File: src/rtl/cmsdk_ahb_bm_output_arb_qos_if.sv
// rtl/cmsdk_ahb_bm_output_arb_qos_if.sv - request/grant bundle of the bus matrix QoS output arbiter
// Purpose: groups the four per-port requests and static priorities, the slave-side AHB
//          control of the current output transfer, and the registered grant outputs.
// Ports:   none (signal bundle only)
//          modport slave  - arbiter view: requests/priorities/AHB control in, grant out
//          modport master - driving side: requests/priorities/AHB control out, grant in
interface cmsdk_ahb_bm_output_arb_qos_if;
  logic       req_port0;
  logic       req_port1;
  logic       req_port2;
  logic       req_port3;
  logic [1:0] prio_port0;
  logic [1:0] prio_port1;
  logic [1:0] prio_port2;
  logic [1:0] prio_port3;
  logic       HREADYM;
  logic       HSELM;
  logic [1:0] HTRANSM;
  logic [2:0] HBURSTM;
  logic       HMASTLOCKM;
  logic [1:0] addr_in_port;
  logic       no_port;

  modport slave (
    input  req_port0, req_port1, req_port2, req_port3,
    input  prio_port0, prio_port1, prio_port2, prio_port3,
    input  HREADYM, HSELM, HTRANSM, HBURSTM, HMASTLOCKM,
    output addr_in_port, no_port
  );

  modport master (
    output req_port0, req_port1, req_port2, req_port3,
    output prio_port0, prio_port1, prio_port2, prio_port3,
    output HREADYM, HSELM, HTRANSM, HBURSTM, HMASTLOCKM,
    input  addr_in_port, no_port
  );
endinterface

File: src/rtl/cmsdk_ahb_bm_output_arb_qos.sv
// rtl/cmsdk_ahb_bm_output_arb_qos.sv - 4-input QoS output-stage arbiter for an AHB bus matrix slave port
// Purpose: picks which input stage drives the shared slave using static priority, round-robin
//          tie-break and per-port aging; never switches inside a locked sequence or fixed burst.
// Ports:   HCLK     - AHB clock
//          HRESETn  - asynchronous active-low reset
//          bus      - slave modport: req/prio per port, HREADYM/HSELM/HTRANSM/HBURSTM/HMASTLOCKM in,
//                     registered addr_in_port/no_port out
module cmsdk_ahb_bm_output_arb_qos #(
  parameter int AGE_W     = 4,
  parameter int AGE_LIMIT = 8
) (
  input  logic                               HCLK,
  input  logic                               HRESETn,
  cmsdk_ahb_bm_output_arb_qos_if.slave       bus
);

  localparam logic [1:0]       TR_IDLE   = 2'b00;
  localparam logic [1:0]       TR_NONSEQ = 2'b10;
  localparam logic [1:0]       TR_SEQ    = 2'b11;
  localparam logic [AGE_W-1:0] LP_LIMIT  = AGE_W'(AGE_LIMIT);
  localparam logic [AGE_W-1:0] LP_ONE    = AGE_W'(1);
  localparam logic [AGE_W-1:0] LP_MAX    = '1;

  logic [1:0]       r_addr;
  logic             r_no_port;
  logic [3:0]       r_burst_remain;
  logic             r_burst_hold;
  logic [AGE_W-1:0] r_age [4];

  logic [3:0] w_next_remain;
  logic       w_next_hold;
  logic [3:0] w_req;
  logic [1:0] w_prio [4];
  logic [1:0] w_eff  [4];
  logic [1:0] w_max;
  logic [1:0] w_start;
  logic [1:0] w_idx;
  logic [1:0] w_win;
  logic       w_found;
  logic [1:0] w_next_addr;
  logic       w_next_no;

  assign w_req     = {bus.req_port3, bus.req_port2, bus.req_port1, bus.req_port0};
  assign w_prio[0] = bus.prio_port0;
  assign w_prio[1] = bus.prio_port1;
  assign w_prio[2] = bus.prio_port2;
  assign w_prio[3] = bus.prio_port3;

  assign bus.addr_in_port = r_addr;
  assign bus.no_port      = r_no_port;

  // Beats still owed by the current fixed-length burst, counted as of the next cycle.
  // BUSY falls through to the default and leaves the count untouched.
  always_comb begin
    w_next_remain = r_burst_remain;
    if (!bus.HSELM || bus.HTRANSM == TR_IDLE) begin
      w_next_remain = 4'd0;
    end else if (bus.HTRANSM == TR_NONSEQ) begin
      case (bus.HBURSTM)
        3'd2, 3'd3: w_next_remain = 4'd3;
        3'd4, 3'd5: w_next_remain = 4'd7;
        3'd6, 3'd7: w_next_remain = 4'd15;
        default:    w_next_remain = 4'd0;
      endcase
    end else if (bus.HTRANSM == TR_SEQ) begin
      w_next_remain = (r_burst_remain == 4'd0) ? 4'd0 : r_burst_remain - 4'd1;
    end
  end

  assign w_next_hold = (w_next_remain != 4'd0);

  // Winner: highest effective priority; ties resolved by scanning upward from the port
  // after the current one (from port 0 when nothing is selected).
  always_comb begin
    w_max   = 2'd0;
    w_found = 1'b0;
    w_win   = 2'd0;
    w_idx   = 2'd0;
    for (int n = 0; n < 4; n++) begin
      w_eff[n] = (r_age[n] >= LP_LIMIT) ? 2'd3 : w_prio[n];
    end
    for (int n = 0; n < 4; n++) begin
      if (w_req[n] && w_eff[n] > w_max) w_max = w_eff[n];
    end
    w_start = r_no_port ? 2'd0 : r_addr + 2'd1;
    for (int k = 0; k < 4; k++) begin
      w_idx = w_start + 2'(k);
      if (!w_found && w_req[w_idx] && w_eff[w_idx] == w_max) begin
        w_found = 1'b1;
        w_win   = w_idx;
      end
    end
  end

  always_comb begin
    w_next_addr = r_addr;
    w_next_no   = r_no_port;
    if (!bus.HMASTLOCKM && !w_next_hold) begin
      if (|w_req) begin
        w_next_addr = w_win;
        w_next_no   = 1'b0;
      end else if (r_no_port || !bus.HSELM) begin
        // Nobody asking: drop the port unless it still owns an active slave transfer.
        w_next_no = 1'b1;
      end
    end
  end

  always_ff @(posedge HCLK or negedge HRESETn) begin
    if (!HRESETn) begin
      r_addr         <= 2'd0;
      r_no_port      <= 1'b1;
      r_burst_remain <= 4'd0;
      r_burst_hold   <= 1'b0;
      for (int n = 0; n < 4; n++) r_age[n] <= '0;
    end else if (bus.HREADYM) begin
      r_addr         <= w_next_addr;
      r_no_port      <= w_next_no;
      r_burst_remain <= w_next_remain;
      r_burst_hold   <= w_next_hold;
      // A port stops aging once it is idle or is the one being granted next.
      for (int n = 0; n < 4; n++) begin
        if (!w_req[n] || (!w_next_no && w_next_addr == 2'(n))) begin
          r_age[n] <= '0;
        end else if (r_age[n] != LP_MAX) begin
          r_age[n] <= r_age[n] + LP_ONE;
        end
      end
    end
  end

endmodule
File: src/flat_wrapper.sv
// flat-port wrapper written by rule: the top's interface ports become plain ports
module cmsdk_ahb_bm_output_arb_qos_flat 
#(
  parameter int AGE_W     = 4,
  parameter int AGE_LIMIT = 8
)
  (HCLK, HRESETn, bus_req_port0, bus_req_port1, bus_req_port2, bus_req_port3, bus_prio_port0, bus_prio_port1, bus_prio_port2, bus_prio_port3, bus_HREADYM, bus_HSELM, bus_HTRANSM, bus_HBURSTM, bus_HMASTLOCKM, bus_addr_in_port, bus_no_port);
  cmsdk_ahb_bm_output_arb_qos_if bus_i ();
  input  logic HCLK;
  input  logic HRESETn;
  input wire logic [$bits(bus_i.req_port0)-1:0] bus_req_port0;
  input wire logic [$bits(bus_i.req_port1)-1:0] bus_req_port1;
  input wire logic [$bits(bus_i.req_port2)-1:0] bus_req_port2;
  input wire logic [$bits(bus_i.req_port3)-1:0] bus_req_port3;
  input wire logic [$bits(bus_i.prio_port0)-1:0] bus_prio_port0;
  input wire logic [$bits(bus_i.prio_port1)-1:0] bus_prio_port1;
  input wire logic [$bits(bus_i.prio_port2)-1:0] bus_prio_port2;
  input wire logic [$bits(bus_i.prio_port3)-1:0] bus_prio_port3;
  input wire logic [$bits(bus_i.HREADYM)-1:0] bus_HREADYM;
  input wire logic [$bits(bus_i.HSELM)-1:0] bus_HSELM;
  input wire logic [$bits(bus_i.HTRANSM)-1:0] bus_HTRANSM;
  input wire logic [$bits(bus_i.HBURSTM)-1:0] bus_HBURSTM;
  input wire logic [$bits(bus_i.HMASTLOCKM)-1:0] bus_HMASTLOCKM;
  output wire logic [$bits(bus_i.addr_in_port)-1:0] bus_addr_in_port;
  output wire logic [$bits(bus_i.no_port)-1:0] bus_no_port;
  assign bus_i.req_port0 = bus_req_port0;
  assign bus_i.req_port1 = bus_req_port1;
  assign bus_i.req_port2 = bus_req_port2;
  assign bus_i.req_port3 = bus_req_port3;
  assign bus_i.prio_port0 = bus_prio_port0;
  assign bus_i.prio_port1 = bus_prio_port1;
  assign bus_i.prio_port2 = bus_prio_port2;
  assign bus_i.prio_port3 = bus_prio_port3;
  assign bus_i.HREADYM = bus_HREADYM;
  assign bus_i.HSELM = bus_HSELM;
  assign bus_i.HTRANSM = bus_HTRANSM;
  assign bus_i.HBURSTM = bus_HBURSTM;
  assign bus_i.HMASTLOCKM = bus_HMASTLOCKM;
  assign bus_addr_in_port = bus_i.addr_in_port;
  assign bus_no_port = bus_i.no_port;
  cmsdk_ahb_bm_output_arb_qos #(.AGE_W(AGE_W), .AGE_LIMIT(AGE_LIMIT)) u_core (.HCLK(HCLK), .HRESETn(HRESETn), .bus(bus_i));
endmodule
File: config.mk
export PLATFORM = sky130hd
export DESIGN_NAME = cmsdk_ahb_bm_output_arb_qos_flat
export DESIGN_NICKNAME = d
export VERILOG_FILES = /design/src/rtl/cmsdk_ahb_bm_output_arb_qos_if.sv /design/src/rtl/cmsdk_ahb_bm_output_arb_qos.sv /design/src/flat_wrapper.sv
export SDC_FILE = /design/constraint.sdc
export NUM_CORES = 1
export LEC_CHECK = 0
export CAP_MARGIN = 20
export CORE_ASPECT_RATIO = 0.9
export CORE_MARGIN = 1.5
export CORE_UTILIZATION = 55
export CTS_CLUSTER_DIAMETER = 50
export DETAILED_ROUTE_END_ITERATION = 6
export PLACE_DENSITY_LB_ADDON = 0.2
export SYNTH_ARGS = -nofsm -noshare
export SYNTH_HDL_FRONTEND = slang
export SYNTH_SLANG_ARGS = --single-unit
File: constraint.sdc
create_clock -name HCLK -period 5.6 [get_ports HCLK]
set_clock_uncertainty 0.2 [all_clocks]
set_input_delay 1.12 -clock HCLK [delete_from_list [all_inputs] [get_ports HCLK]]
set_output_delay 1.12 -clock HCLK [all_outputs]
set_load 0.02 [all_outputs]
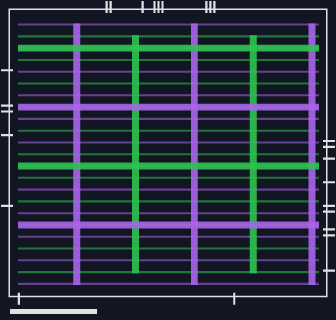
power_grid.png
Scale bar: 20 um. Pins as bars on the die edge.
- VDD: green
- VSS: purple
- met4 straps: 5
- rows: 22
- met1 rails: 23
Core Footprint: 4160 um2
chip height: 65.9 um

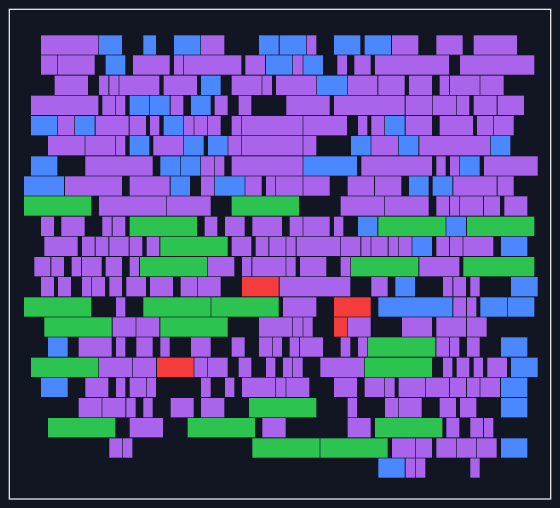
placement_by_type.png
- clock drivers and dummy loads: red (cells 4; share of their area 1.5%)
- other buffers and delay cells: blue (cells 52; share of their area 16%)
- combinational and other logic: purple (cells 238; share of their area 64%)
- flops: green (cells 23; share of their area 19%)

==> notes.md <==
The flow ran to the end, but the final reports show violations. The final reports fail on negative setup slack. Minimum setup slack in the final design: -0.0307 ns.

For this design, the CTS-stage hold fixing added 0 buffers. The tools report the share of total power in sequential cells as 0.206. The mapped netlist covers 2420 um2.

The final instance area is 3160 um2. 0 antenna diodes ended up in the layout. Once the clock tree was built, the resizer swapped 44 gates to a different size. The count of endpoints failing setup in the final report was 1. Checking hold timing, the worst path is listed with class reg -> reg. Logged for this run, the post-placement worst setup slack is -0.704 ns. Share of the synthesized area in the top cell type: 0.228. The design draws 0.00128 W. The synthesis log from Yosys contains 0 warnings.

The switching fraction of total power is 0.471. The tools report the total vias in the final route as 2,242. For reference, the final report shows the max-slew violation count at 0. The area share of and/or/nand/nor cells after synthesis is 0.206. The number of storage elements in the synthesis netlist came out at 23. The tools report the post-layout utilization of the core as 0.761.

TritonCTS built the clock tree. The count of max-cap constraint violations came out at 0. Entering global routing, the biggest net connects 26 pins.
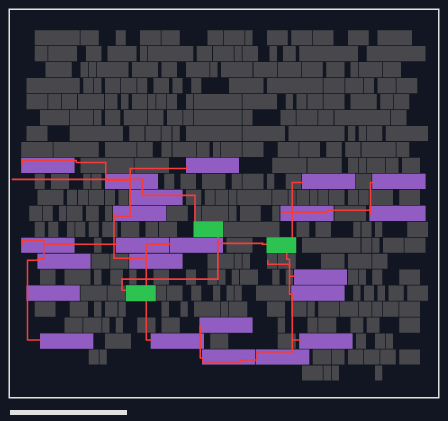
clk_routes.png
Scale bar: 20 um.
- clock wires: red (length 281 um)
- flip-flops: purple (count 23)
- clock drivers: green (count 3)
- routed clock nets: 4
clock group power: 0.000105 W
part of the power in the clock network: 0.082
Skew-Pair Late Insertion Delay: 0.27 ns

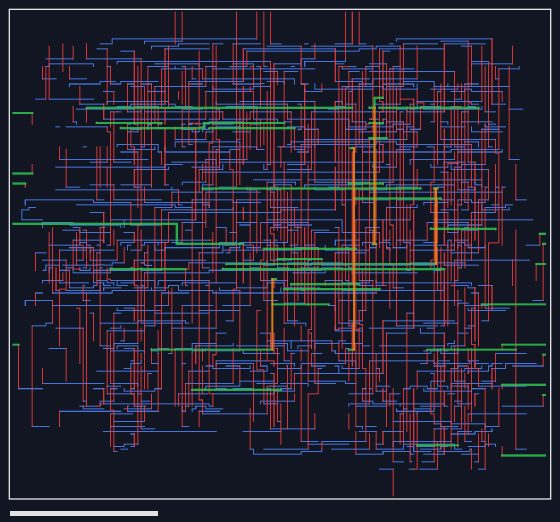
wires.png
Scale bar: 20 um.
- metal 4: orange (wire length 65.3 um)
- metal 2: red (wire length 3,030 um)
- metal 1: blue (wire length 2,830 um)
- metal 3: green (wire length 387 um)

worst paths after layout:
kind                                                     start                                      to  slack [ns]  cells past startpoint
worst max-delay path                         bus_prio_port1[1]  u_core.bus.addr_in_port[1]$_DFFE_PN0P_       -0.03                     24
worst min-delay path            u_core.bus.no_port$_DFFE_PN1P_          u_core.bus.no_port$_DFFE_PN1P_        0.41                      2
worst max register to register    u_core.r_age[15]$_DFFE_PN0P_  u_core.bus.addr_in_port[1]$_DFFE_PN0P_        0.31                     22
worst min register to register  u_core.bus.no_port$_DFFE_PN1P_          u_core.bus.no_port$_DFFE_PN1P_        0.41                      2
max in group asynchronous                              HRESETn             u_core.r_age[8]$_DFFE_PN0P_        3.81                      2
min in group asynchronous                              HRESETn    u_core.r_burst_remain[3]$_DFFE_PN0P_        0.96                      1
cells in the final DEF (no fill, tap or decap), drive strengths merged, types with 3 or more instances in the layout:
cell / count
buf: 33
nand2: 30
dfrtp: 22
a21oi: 22
nor2: 20
clkdlybuf4s50: 18
inv: 18
o21ai: 17
ha: 14
mux2i: 11
nand3: 9
nor3: 9
xnor2: 7
o211ai: 7
mux2: 6
xor2: 6
a31oi: 4
mux4: 4
or3: 4
nor2b: 3
o311ai: 3
a21o: 3
nand4: 3
a22o: 3
clkbuf: 3
a41oi: 3
a211oi: 3
per-layer routing:
metal  wire, um  vias up  GRT usage
met5          0        -          0
met2       3030       69      0.416
met3        387       10     0.0564
li1           -     1085          -
met1       2830     1078      0.366
met4         65        0     0.0472
final cells by class:
| class | count | share of cell area |
|---|---|---|
| clock buffer | 3 | 0.0131 |
| clock inverter | 1 | 0.00158 |
| inverter | 19 | 0.0226 |
| multi-input combinational | 219 | 0.604 |
| sequential | 23 | 0.182 |
| tap | 60 | 0.0237 |
| timing repair buffer | 52 | 0.152 |
Power figures rest on the tool's default switching activity, not on a simulated workload.
